[config.mk]
export PLATFORM = sky130hd
export DESIGN_NAME = id_stage_pipe_flat
export DESIGN_NICKNAME = d
export VERILOG_FILES = /design/src/rtl/id_stage_pipe_if.sv /design/src/rtl/id_stage_pipe.sv /design/src/flat_wrapper.sv
export SDC_FILE = /design/constraint.sdc
export NUM_CORES = 2
export LEC_CHECK = 0
export ABC_CLOCK_PERIOD_IN_PS = 5800
export CORE_MARGIN = 1
export CORE_UTILIZATION = 35
export CTS_BUF_LIST = sky130_fd_sc_hd__clkbuf_4
export DETAILED_ROUTE_END_ITERATION = 8
export GPL_ROUTABILITY_DRIVEN = 0
export PLACE_DENSITY = 0.48
export REMOVE_ABC_BUFFERS = 1
export SYNTH_ARGS = -nofsm -noshare
export SYNTH_HDL_FRONTEND = slang
export SYNTH_SLANG_ARGS = --single-unit
[constraint.sdc]
create_clock -name clk -period 5.8 [get_ports clk]
set_input_delay 0.58 -clock clk [delete_from_list [all_inputs] [get_ports clk]]
set_output_delay 0.58 -clock clk [all_outputs]
set_load 0.02 [all_outputs]
[src/rtl/id_stage_pipe_if.sv]
// id_stage_pipe_if
//   Bundles every bus signal that the ID stage exchanges with its neighbours:
//   the IF/ID valid/ready handshake, the write-back port, the flush input from
//   EX, and the ID/EX pipeline register contents with their ready.
//   master : the surroundings (IF, WB, EX) that drive the stage
//   slave  : the ID stage itself
interface id_stage_pipe_if #(
   parameter int XLEN              = 32,
   parameter int NUM_REG           = 32,
   parameter int REG_ADDR_WIDTH    = $clog2(NUM_REG),
   parameter int ALU_CONTROL_WIDTH = 4,
   parameter int RESULTSRC_WIDTH   = 2
);
   logic                         id_valid;
   logic [31:0]                  id_instr;
   logic [XLEN-1:0]              id_pc;
   logic                         id_ready;

   logic                         wb_we;
   logic [REG_ADDR_WIDTH-1:0]    wb_rd;
   logic [XLEN-1:0]              wb_data;

   logic                         flush;
   logic                         ex_ready;

   logic                         ex_valid;
   logic [XLEN-1:0]              ex_pc;
   logic [XLEN-1:0]              ex_rs1_data;
   logic [XLEN-1:0]              ex_rs2_data;
   logic [REG_ADDR_WIDTH-1:0]    ex_rs1;
   logic [REG_ADDR_WIDTH-1:0]    ex_rs2;
   logic [REG_ADDR_WIDTH-1:0]    ex_rd;
   logic [XLEN-1:0]              ex_imm;
   logic                         ex_alu_src;
   logic                         ex_mem_write;
   logic                         ex_reg_write;
   logic                         ex_branch;
   logic                         ex_jump;
   logic [RESULTSRC_WIDTH-1:0]   ex_result_src;
   logic [ALU_CONTROL_WIDTH-1:0] ex_alu_control;
   logic                         ex_illegal;

   modport master (
      output id_valid, id_instr, id_pc,
      input  id_ready,
      output wb_we, wb_rd, wb_data,
      output flush, ex_ready,
      input  ex_valid, ex_pc, ex_rs1_data, ex_rs2_data, ex_rs1, ex_rs2, ex_rd,
      input  ex_imm, ex_alu_src, ex_mem_write, ex_reg_write, ex_branch, ex_jump,
      input  ex_result_src, ex_alu_control, ex_illegal
   );

   modport slave (
      input  id_valid, id_instr, id_pc,
      output id_ready,
      input  wb_we, wb_rd, wb_data,
      input  flush, ex_ready,
      output ex_valid, ex_pc, ex_rs1_data, ex_rs2_data, ex_rs1, ex_rs2, ex_rd,
      output ex_imm, ex_alu_src, ex_mem_write, ex_reg_write, ex_branch, ex_jump,
      output ex_result_src, ex_alu_control, ex_illegal
   );
endinterface

[src/rtl/id_stage_pipe.sv]
// id_stage_pipe
//   Pipelined RV32I decode stage. Takes an instruction/PC from IF over a
//   valid/ready handshake, decodes it, reads the register file (with
//   same-cycle write-back bypass), detects load-use hazards and registers the
//   result into the ID/EX pipeline register with hold, bubble and flush.
// Ports
//   clk    : rising-edge clock
//   rst    : synchronous, active-high reset
//   id_bus : id_stage_pipe_if.slave (IF handshake, write-back, flush, ID/EX)
module id_stage_pipe #(
   parameter int XLEN              = 32,
   parameter int NUM_REG           = 32,
   parameter int REG_ADDR_WIDTH    = $clog2(NUM_REG),
   parameter int ALU_CONTROL_WIDTH = 4,
   parameter int RESULTSRC_WIDTH   = 2
) (
   input logic           clk,
   input logic           rst,
   id_stage_pipe_if.slave id_bus
);
   localparam logic [6:0] OP_R      = 7'b0110011;
   localparam logic [6:0] OP_I      = 7'b0010011;
   localparam logic [6:0] OP_LOAD   = 7'b0000011;
   localparam logic [6:0] OP_STORE  = 7'b0100011;
   localparam logic [6:0] OP_BRANCH = 7'b1100011;
   localparam logic [6:0] OP_JAL    = 7'b1101111;
   localparam logic [6:0] OP_LUI    = 7'b0110111;

   localparam logic [ALU_CONTROL_WIDTH-1:0] ALU_ADD = ALU_CONTROL_WIDTH'(0);
   localparam logic [ALU_CONTROL_WIDTH-1:0] ALU_SUB = ALU_CONTROL_WIDTH'(1);
   localparam logic [ALU_CONTROL_WIDTH-1:0] ALU_AND = ALU_CONTROL_WIDTH'(2);
   localparam logic [ALU_CONTROL_WIDTH-1:0] ALU_OR  = ALU_CONTROL_WIDTH'(3);
   localparam logic [ALU_CONTROL_WIDTH-1:0] ALU_XOR = ALU_CONTROL_WIDTH'(4);
   localparam logic [ALU_CONTROL_WIDTH-1:0] ALU_SLT = ALU_CONTROL_WIDTH'(5);
   localparam logic [ALU_CONTROL_WIDTH-1:0] ALU_SLL = ALU_CONTROL_WIDTH'(6);
   localparam logic [ALU_CONTROL_WIDTH-1:0] ALU_SRL = ALU_CONTROL_WIDTH'(7);
   localparam logic [ALU_CONTROL_WIDTH-1:0] ALU_SRA = ALU_CONTROL_WIDTH'(8);

   localparam logic [RESULTSRC_WIDTH-1:0] RES_ALU = RESULTSRC_WIDTH'(0);
   localparam logic [RESULTSRC_WIDTH-1:0] RES_MEM = RESULTSRC_WIDTH'(1);
   localparam logic [RESULTSRC_WIDTH-1:0] RES_PC4 = RESULTSRC_WIDTH'(2);

   // instruction fields
   logic [31:0]               w_instr;
   logic [6:0]                w_opcode;
   logic [2:0]                w_funct3;
   logic [6:0]                w_funct7;
   logic [REG_ADDR_WIDTH-1:0] w_rs1;
   logic [REG_ADDR_WIDTH-1:0] w_rs2;
   logic [REG_ADDR_WIDTH-1:0] w_rd;

   assign w_instr  = id_bus.id_instr;
   assign w_opcode = w_instr[6:0];
   assign w_funct3 = w_instr[14:12];
   assign w_funct7 = w_instr[31:25];
   assign w_rs1    = w_instr[15 +: REG_ADDR_WIDTH];
   assign w_rs2    = w_instr[20 +: REG_ADDR_WIDTH];
   assign w_rd     = w_instr[7 +: REG_ADDR_WIDTH];

   // immediates, all sign-extended from instr[31]
   logic [XLEN-1:0] w_imm_i, w_imm_s, w_imm_b, w_imm_j, w_imm_u;

   assign w_imm_i = {{(XLEN-12){w_instr[31]}}, w_instr[31:20]};
   assign w_imm_s = {{(XLEN-12){w_instr[31]}}, w_instr[31:25], w_instr[11:7]};
   assign w_imm_b = {{(XLEN-12){w_instr[31]}}, w_instr[7], w_instr[30:25],
                     w_instr[11:8], 1'b0};
   assign w_imm_j = {{(XLEN-20){w_instr[31]}}, w_instr[19:12], w_instr[20],
                     w_instr[30:21], 1'b0};
   assign w_imm_u = {{(XLEN-31){w_instr[31]}}, w_instr[30:12], 12'b0};

   // decode
   logic                         w_illegal;
   logic                         w_reg_write;
   logic                         w_mem_write;
   logic                         w_alu_src;
   logic                         w_branch;
   logic                         w_jump;
   logic [RESULTSRC_WIDTH-1:0]   w_result_src;
   logic [ALU_CONTROL_WIDTH-1:0] w_alu_control;
   logic [XLEN-1:0]              w_imm;
   logic                         w_uses_rs1;
   logic                         w_uses_rs2;

   always_comb begin
      w_illegal     = 1'b0;
      w_reg_write   = 1'b0;
      w_mem_write   = 1'b0;
      w_alu_src     = 1'b0;
      w_branch      = 1'b0;
      w_jump        = 1'b0;
      w_result_src  = RES_ALU;
      w_alu_control = ALU_ADD;
      w_imm         = '0;
      w_uses_rs1    = 1'b1;
      w_uses_rs2    = 1'b0;
      case (w_opcode)
         OP_R: begin
            w_reg_write = 1'b1;
            w_uses_rs2  = 1'b1;
            case (w_funct3)
               3'b000:  w_alu_control = w_funct7[5] ? ALU_SUB : ALU_ADD;
               3'b001:  w_alu_control = ALU_SLL;
               3'b010:  w_alu_control = ALU_SLT;
               3'b100:  w_alu_control = ALU_XOR;
               3'b101:  w_alu_control = w_funct7[5] ? ALU_SRA : ALU_SRL;
               3'b110:  w_alu_control = ALU_OR;
               3'b111:  w_alu_control = ALU_AND;
               default: w_illegal = 1'b1;
            endcase
            // only 0x00 and 0x20 exist, and 0x20 only for SUB/SRA
            if (w_funct7 != 7'h00 && w_funct7 != 7'h20)
               w_illegal = 1'b1;
            if (w_funct7[5] && w_funct3 != 3'b000 && w_funct3 != 3'b101)
               w_illegal = 1'b1;
         end
         OP_I: begin
            w_reg_write = 1'b1;
            w_alu_src   = 1'b1;
            w_imm       = w_imm_i;
            // funct7 bits are immediate bits here except for shifts
            case (w_funct3)
               3'b000:  w_alu_control = ALU_ADD;
               3'b010:  w_alu_control = ALU_SLT;
               3'b100:  w_alu_control = ALU_XOR;
               3'b110:  w_alu_control = ALU_OR;
               3'b111:  w_alu_control = ALU_AND;
               3'b001: begin
                  w_alu_control = ALU_SLL;
                  if (w_funct7 != 7'h00)
                     w_illegal = 1'b1;
               end
               3'b101: begin
                  w_alu_control = w_funct7[5] ? ALU_SRA : ALU_SRL;
                  if ((w_funct7 & 7'h5F) != 7'h00)
                     w_illegal = 1'b1;
               end
               default: w_illegal = 1'b1;
            endcase
         end
         OP_LOAD: begin
            w_reg_write  = 1'b1;
            w_alu_src    = 1'b1;
            w_result_src = RES_MEM;
            w_imm        = w_imm_i;
            if (w_funct3 == 3'b011 || w_funct3 == 3'b110 || w_funct3 == 3'b111)
               w_illegal = 1'b1;
         end
         OP_STORE: begin
            w_mem_write = 1'b1;
            w_alu_src   = 1'b1;
            w_uses_rs2  = 1'b1;
            w_imm       = w_imm_s;
            if (w_funct3 > 3'b010)
               w_illegal = 1'b1;
         end
         OP_BRANCH: begin
            w_branch      = 1'b1;
            w_uses_rs2    = 1'b1;
            w_alu_control = ALU_SUB;
            w_imm         = w_imm_b;
            if (w_funct3 != 3'b000 && w_funct3 != 3'b001)
               w_illegal = 1'b1;
         end
         OP_JAL: begin
            w_reg_write  = 1'b1;
            w_jump       = 1'b1;
            w_result_src = RES_PC4;
            w_imm        = w_imm_j;
            w_uses_rs1   = 1'b0;
         end
         OP_LUI: begin
            w_reg_write = 1'b1;
            w_alu_src   = 1'b1;
            w_imm       = w_imm_u;
            w_uses_rs1  = 1'b0;
         end
         default: w_illegal = 1'b1;
      endcase
      // an illegal instruction must not change architectural state
      if (w_illegal) begin
         w_reg_write = 1'b0;
         w_mem_write = 1'b0;
         w_branch    = 1'b0;
         w_jump      = 1'b0;
      end
   end

   // register file
   logic [XLEN-1:0] r_regs [NUM_REG];
   logic            w_wb_en;
   logic [XLEN-1:0] w_rs1_data;
   logic [XLEN-1:0] w_rs2_data;

   assign w_wb_en = id_bus.wb_we && (id_bus.wb_rd != '0);

   always_ff @(posedge clk) begin
      if (rst) begin
         for (int i = 0; i < NUM_REG; i++)
            r_regs[i] <= '0;
      end else if (w_wb_en) begin
         r_regs[id_bus.wb_rd] <= id_bus.wb_data;
      end
   end

   always_comb begin
      w_rs1_data = r_regs[w_rs1];
      w_rs2_data = r_regs[w_rs2];
      if (w_wb_en && id_bus.wb_rd == w_rs1)
         w_rs1_data = id_bus.wb_data;
      if (w_wb_en && id_bus.wb_rd == w_rs2)
         w_rs2_data = id_bus.wb_data;
      if (w_rs1 == '0)
         w_rs1_data = '0;
      if (w_rs2 == '0)
         w_rs2_data = '0;
   end

   // ID/EX pipeline register
   logic                         r_ex_valid;
   logic [XLEN-1:0]              r_ex_pc;
   logic [XLEN-1:0]              r_ex_rs1_data;
   logic [XLEN-1:0]              r_ex_rs2_data;
   logic [REG_ADDR_WIDTH-1:0]    r_ex_rs1;
   logic [REG_ADDR_WIDTH-1:0]    r_ex_rs2;
   logic [REG_ADDR_WIDTH-1:0]    r_ex_rd;
   logic [XLEN-1:0]              r_ex_imm;
   logic                         r_ex_alu_src;
   logic                         r_ex_mem_write;
   logic                         r_ex_reg_write;
   logic                         r_ex_branch;
   logic                         r_ex_jump;
   logic [RESULTSRC_WIDTH-1:0]   r_ex_result_src;
   logic [ALU_CONTROL_WIDTH-1:0] r_ex_alu_control;
   logic                         r_ex_illegal;

   logic w_advance;
   logic w_hz;

   assign w_advance = !r_ex_valid || id_bus.ex_ready;

   // a load in EX has no data until MEM, so a dependent instruction waits
   // exactly one cycle (the load moves on while a bubble enters EX)
   assign w_hz = r_ex_valid && (r_ex_result_src == RES_MEM) && (r_ex_rd != '0) &&
                 ((r_ex_rd == w_rs1 && w_uses_rs1) || (r_ex_rd == w_rs2 && w_uses_rs2));

   assign id_bus.id_ready = !rst && (id_bus.flush || (w_advance && !w_hz));

   always_ff @(posedge clk) begin
      if (rst) begin
         r_ex_valid       <= 1'b0;
         r_ex_pc          <= '0;
         r_ex_rs1_data    <= '0;
         r_ex_rs2_data    <= '0;
         r_ex_rs1         <= '0;
         r_ex_rs2         <= '0;
         r_ex_rd          <= '0;
         r_ex_imm         <= '0;
         r_ex_alu_src     <= 1'b0;
         r_ex_mem_write   <= 1'b0;
         r_ex_reg_write   <= 1'b0;
         r_ex_branch      <= 1'b0;
         r_ex_jump        <= 1'b0;
         r_ex_result_src  <= '0;
         r_ex_alu_control <= '0;
         r_ex_illegal     <= 1'b0;
      end else if (id_bus.flush) begin
         r_ex_valid     <= 1'b0;
         r_ex_reg_write <= 1'b0;
         r_ex_mem_write <= 1'b0;
         r_ex_branch    <= 1'b0;
         r_ex_jump      <= 1'b0;
      end else if (!w_advance) begin
         // hold: operands captured earlier stay as they were
      end else if (w_hz) begin
         r_ex_valid     <= 1'b0;
         r_ex_reg_write <= 1'b0;
         r_ex_mem_write <= 1'b0;
         r_ex_branch    <= 1'b0;
         r_ex_jump      <= 1'b0;
      end else begin
         r_ex_valid       <= id_bus.id_valid;
         r_ex_pc          <= id_bus.id_pc;
         r_ex_rs1_data    <= w_rs1_data;
         r_ex_rs2_data    <= w_rs2_data;
         r_ex_rs1         <= w_rs1;
         r_ex_rs2         <= w_rs2;
         r_ex_rd          <= w_rd;
         r_ex_imm         <= w_imm;
         r_ex_alu_src     <= w_alu_src;
         r_ex_mem_write   <= id_bus.id_valid && w_mem_write;
         r_ex_reg_write   <= id_bus.id_valid && w_reg_write;
         r_ex_branch      <= id_bus.id_valid && w_branch;
         r_ex_jump        <= id_bus.id_valid && w_jump;
         r_ex_result_src  <= w_result_src;
         r_ex_alu_control <= w_alu_control;
         r_ex_illegal     <= w_illegal;
      end
   end

   assign id_bus.ex_valid       = r_ex_valid;
   assign id_bus.ex_pc          = r_ex_pc;
   assign id_bus.ex_rs1_data    = r_ex_rs1_data;
   assign id_bus.ex_rs2_data    = r_ex_rs2_data;
   assign id_bus.ex_rs1         = r_ex_rs1;
   assign id_bus.ex_rs2         = r_ex_rs2;
   assign id_bus.ex_rd          = r_ex_rd;
   assign id_bus.ex_imm         = r_ex_imm;
   assign id_bus.ex_alu_src     = r_ex_alu_src;
   assign id_bus.ex_mem_write   = r_ex_mem_write;
   assign id_bus.ex_reg_write   = r_ex_reg_write;
   assign id_bus.ex_branch      = r_ex_branch;
   assign id_bus.ex_jump        = r_ex_jump;
   assign id_bus.ex_result_src  = r_ex_result_src;
   assign id_bus.ex_alu_control = r_ex_alu_control;
   assign id_bus.ex_illegal     = r_ex_illegal;

endmodule

[src/flat_wrapper.sv]
// flat-port wrapper written by rule: the top's interface ports become plain ports
module id_stage_pipe_flat 
#(
   parameter int XLEN              = 32,
   parameter int NUM_REG           = 32,
   parameter int REG_ADDR_WIDTH    = $clog2(NUM_REG),
   parameter int ALU_CONTROL_WIDTH = 4,
   parameter int RESULTSRC_WIDTH   = 2
)
  (clk, rst, id_bus_id_valid, id_bus_id_instr, id_bus_id_pc, id_bus_id_ready, id_bus_wb_we, id_bus_wb_rd, id_bus_wb_data, id_bus_flush, id_bus_ex_ready, id_bus_ex_valid, id_bus_ex_pc, id_bus_ex_rs1_data, id_bus_ex_rs2_data, id_bus_ex_rs1, id_bus_ex_rs2, id_bus_ex_rd, id_bus_ex_imm, id_bus_ex_alu_src, id_bus_ex_mem_write, id_bus_ex_reg_write, id_bus_ex_branch, id_bus_ex_jump, id_bus_ex_result_src, id_bus_ex_alu_control, id_bus_ex_illegal);
  id_stage_pipe_if #(.XLEN(XLEN), .NUM_REG(NUM_REG), .REG_ADDR_WIDTH(REG_ADDR_WIDTH), .ALU_CONTROL_WIDTH(ALU_CONTROL_WIDTH), .RESULTSRC_WIDTH(RESULTSRC_WIDTH)) id_bus_i ();
  input logic clk;
  input logic rst;
  input wire logic [$bits(id_bus_i.id_valid)-1:0] id_bus_id_valid;
  input wire logic [$bits(id_bus_i.id_instr)-1:0] id_bus_id_instr;
  input wire logic [$bits(id_bus_i.id_pc)-1:0] id_bus_id_pc;
  output wire logic [$bits(id_bus_i.id_ready)-1:0] id_bus_id_ready;
  input wire logic [$bits(id_bus_i.wb_we)-1:0] id_bus_wb_we;
  input wire logic [$bits(id_bus_i.wb_rd)-1:0] id_bus_wb_rd;
  input wire logic [$bits(id_bus_i.wb_data)-1:0] id_bus_wb_data;
  input wire logic [$bits(id_bus_i.flush)-1:0] id_bus_flush;
  input wire logic [$bits(id_bus_i.ex_ready)-1:0] id_bus_ex_ready;
  output wire logic [$bits(id_bus_i.ex_valid)-1:0] id_bus_ex_valid;
  output wire logic [$bits(id_bus_i.ex_pc)-1:0] id_bus_ex_pc;
  output wire logic [$bits(id_bus_i.ex_rs1_data)-1:0] id_bus_ex_rs1_data;
  output wire logic [$bits(id_bus_i.ex_rs2_data)-1:0] id_bus_ex_rs2_data;
  output wire logic [$bits(id_bus_i.ex_rs1)-1:0] id_bus_ex_rs1;
  output wire logic [$bits(id_bus_i.ex_rs2)-1:0] id_bus_ex_rs2;
  output wire logic [$bits(id_bus_i.ex_rd)-1:0] id_bus_ex_rd;
  output wire logic [$bits(id_bus_i.ex_imm)-1:0] id_bus_ex_imm;
  output wire logic [$bits(id_bus_i.ex_alu_src)-1:0] id_bus_ex_alu_src;
  output wire logic [$bits(id_bus_i.ex_mem_write)-1:0] id_bus_ex_mem_write;
  output wire logic [$bits(id_bus_i.ex_reg_write)-1:0] id_bus_ex_reg_write;
  output wire logic [$bits(id_bus_i.ex_branch)-1:0] id_bus_ex_branch;
  output wire logic [$bits(id_bus_i.ex_jump)-1:0] id_bus_ex_jump;
  output wire logic [$bits(id_bus_i.ex_result_src)-1:0] id_bus_ex_result_src;
  output wire logic [$bits(id_bus_i.ex_alu_control)-1:0] id_bus_ex_alu_control;
  output wire logic [$bits(id_bus_i.ex_illegal)-1:0] id_bus_ex_illegal;
  assign id_bus_i.id_valid = id_bus_id_valid;
  assign id_bus_i.id_instr = id_bus_id_instr;
  assign id_bus_i.id_pc = id_bus_id_pc;
  assign id_bus_id_ready = id_bus_i.id_ready;
  assign id_bus_i.wb_we = id_bus_wb_we;
  assign id_bus_i.wb_rd = id_bus_wb_rd;
  assign id_bus_i.wb_data = id_bus_wb_data;
  assign id_bus_i.flush = id_bus_flush;
  assign id_bus_i.ex_ready = id_bus_ex_ready;
  assign id_bus_ex_valid = id_bus_i.ex_valid;
  assign id_bus_ex_pc = id_bus_i.ex_pc;
  assign id_bus_ex_rs1_data = id_bus_i.ex_rs1_data;
  assign id_bus_ex_rs2_data = id_bus_i.ex_rs2_data;
  assign id_bus_ex_rs1 = id_bus_i.ex_rs1;
  assign id_bus_ex_rs2 = id_bus_i.ex_rs2;
  assign id_bus_ex_rd = id_bus_i.ex_rd;
  assign id_bus_ex_imm = id_bus_i.ex_imm;
  assign id_bus_ex_alu_src = id_bus_i.ex_alu_src;
  assign id_bus_ex_mem_write = id_bus_i.ex_mem_write;
  assign id_bus_ex_reg_write = id_bus_i.ex_reg_write;
  assign id_bus_ex_branch = id_bus_i.ex_branch;
  assign id_bus_ex_jump = id_bus_i.ex_jump;
  assign id_bus_ex_result_src = id_bus_i.ex_result_src;
  assign id_bus_ex_alu_control = id_bus_i.ex_alu_control;
  assign id_bus_ex_illegal = id_bus_i.ex_illegal;
  id_stage_pipe #(.XLEN(XLEN), .NUM_REG(NUM_REG), .REG_ADDR_WIDTH(REG_ADDR_WIDTH), .ALU_CONTROL_WIDTH(ALU_CONTROL_WIDTH), .RESULTSRC_WIDTH(RESULTSRC_WIDTH)) u_core (.clk(clk), .rst(rst), .id_bus(id_bus_i));
endmodule
Figure 1. Routing congestion map.
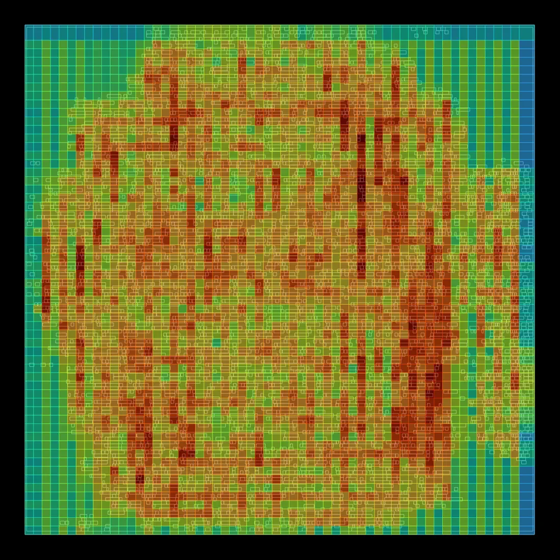
Avg WL per Cell: 32.23 um
M2 GR Usage: 0.4047
overall routing resource usage: 0.2611
fin util: 0.4169
grt met3 use: 0.05718

Figure 2. Sequential cells colored by netlist name.
Other sequential cells in the stronger gray, the rest of the logic in the fainter gray.
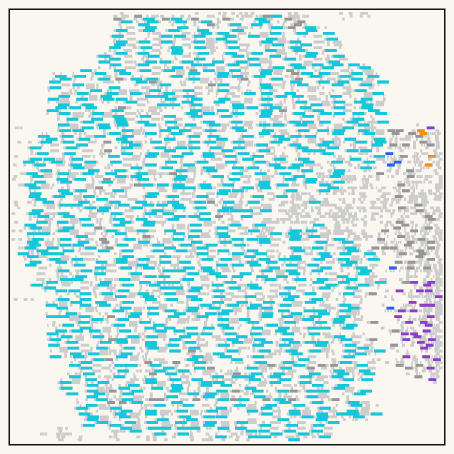
color	name in the netlist	placed flops
blue	u_core.id_bus.ex_rs1	5
cyan	u_core.r_regs	1024
purple	u_core.id_bus.ex_pc	32
orange	u_core.id_bus.ex_alu_control	4
Seq/total area: 0.4859
sequential power: 9.97 mW
Register Area: 33870 sq um

Figure 3. Pin placement.
Pins as bars across the die edge, other pins in gray.
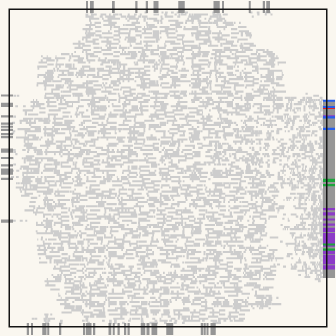
color	port	pins	direction	edge
red	id_bus_ex_illegal	1	output	right
purple	id_bus_ex_pc	32	output	right
green	id_bus_ex_rs2	5	output	right
blue	id_bus_ex_alu_control	4	output	right
all pins by edge	170 right, 43 bottom, 32 top, 19 left
die width: 412.6 um
port buffer count: 263

Figure 4. Routed metal, one color a layer.
Two of the layers only.
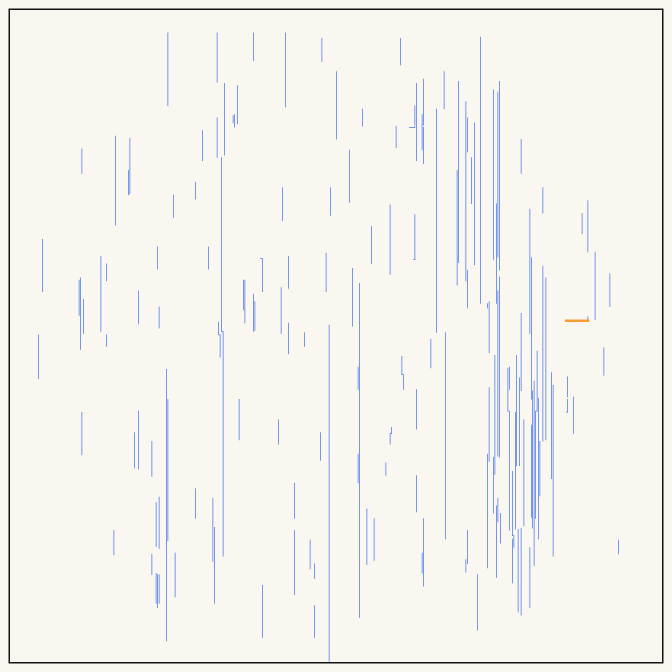
color	layer	wire length
orange	met5	13.8 um
blue	met4	7060 um
DRT Wirelength: 224.4 mm
routed via count: 40160

==> impl_metrics.csv <==
group,metric,value,unit
clock_network,cts_tree,"built",
clock_network,cts_buffer_depth,4,
final_timing,setup_ws,1.646,ns
logic_synthesis,synth-seq-cells,1180,
final_layout,dominant_cells,"registers",
final_timing,fin_setup_tns,0,ns
final_timing,tightest_slew,1.332,ns
final_timing,hold_viol,0,
setup_path,r2r_slack,2.20,ns
final_layout,comb.multi_input.count,2487,
logic_synthesis,ys_sh_aoi,0.05317,
logic_synthesis,yosys.area.top_type,"edfxtp_1",
final_timing,setup_violations,0,
flow_run,warnings,26,
pwr,p_sw,5.443,mW
place,hpwlAfterDp,132.2,mm
clock_network,cts_hold_buffers,54,
setup_path,cp-startpoint,"id_bus_id_instr[17]",
logic_synthesis,yosys_warnings,0,
global_route,grt_pass1_wl,309.7,mm
hold_path,worstHoldPathType,"in -> reg",
global_route,grt_max_degree,91,
setup_path,timing.rr.start,"u_core.id_bus.ex_rd[3]$_SDFFE_PP0P_",
drt,drt_first_pass_iters,5,
pwr,power.share.clock,0.391,
setup_path,path_delay_family,"buffers and inverters",
pwr,p_clk,7.98,mW
drt,vias_per_cell,5.768,
place,pre_cts_ws,1.270,ns
setup_path,endpoint_kind,"output port",
status,status,"finished, final reports clean",
final_layout,area_growth,18.16,%
flow_run,drv_cap,0,
setup_path,path_cells,"dlygate4sd3_1, clkdlybuf4s50_1, buf_4, xnor2_1, nand3_1, nor4b_2, nor3_1, nor2_1, nor2_1, clkdlybuf4s50_1",
pwr,power.group.top,"registers",
logic_synthesis,synthMuxAreaShare,0.1953,
pwr,comb_power_share,0.120,
final_layout,fillers,15440,
drt,wl_met1,94.79,mm
final_layout,final_cell_area,69710,sq um
final_layout,inverters,7,
final_layout,clockBufferCount,539,
logic_synthesis,area_leaders,"edfxtp_1 (52%), mux4_2 (19%), and2_1 (11%)",
logic_synthesis,logic_family,"multiplexers",
No activity file was given, so power comes from the tool's default toggle rates.
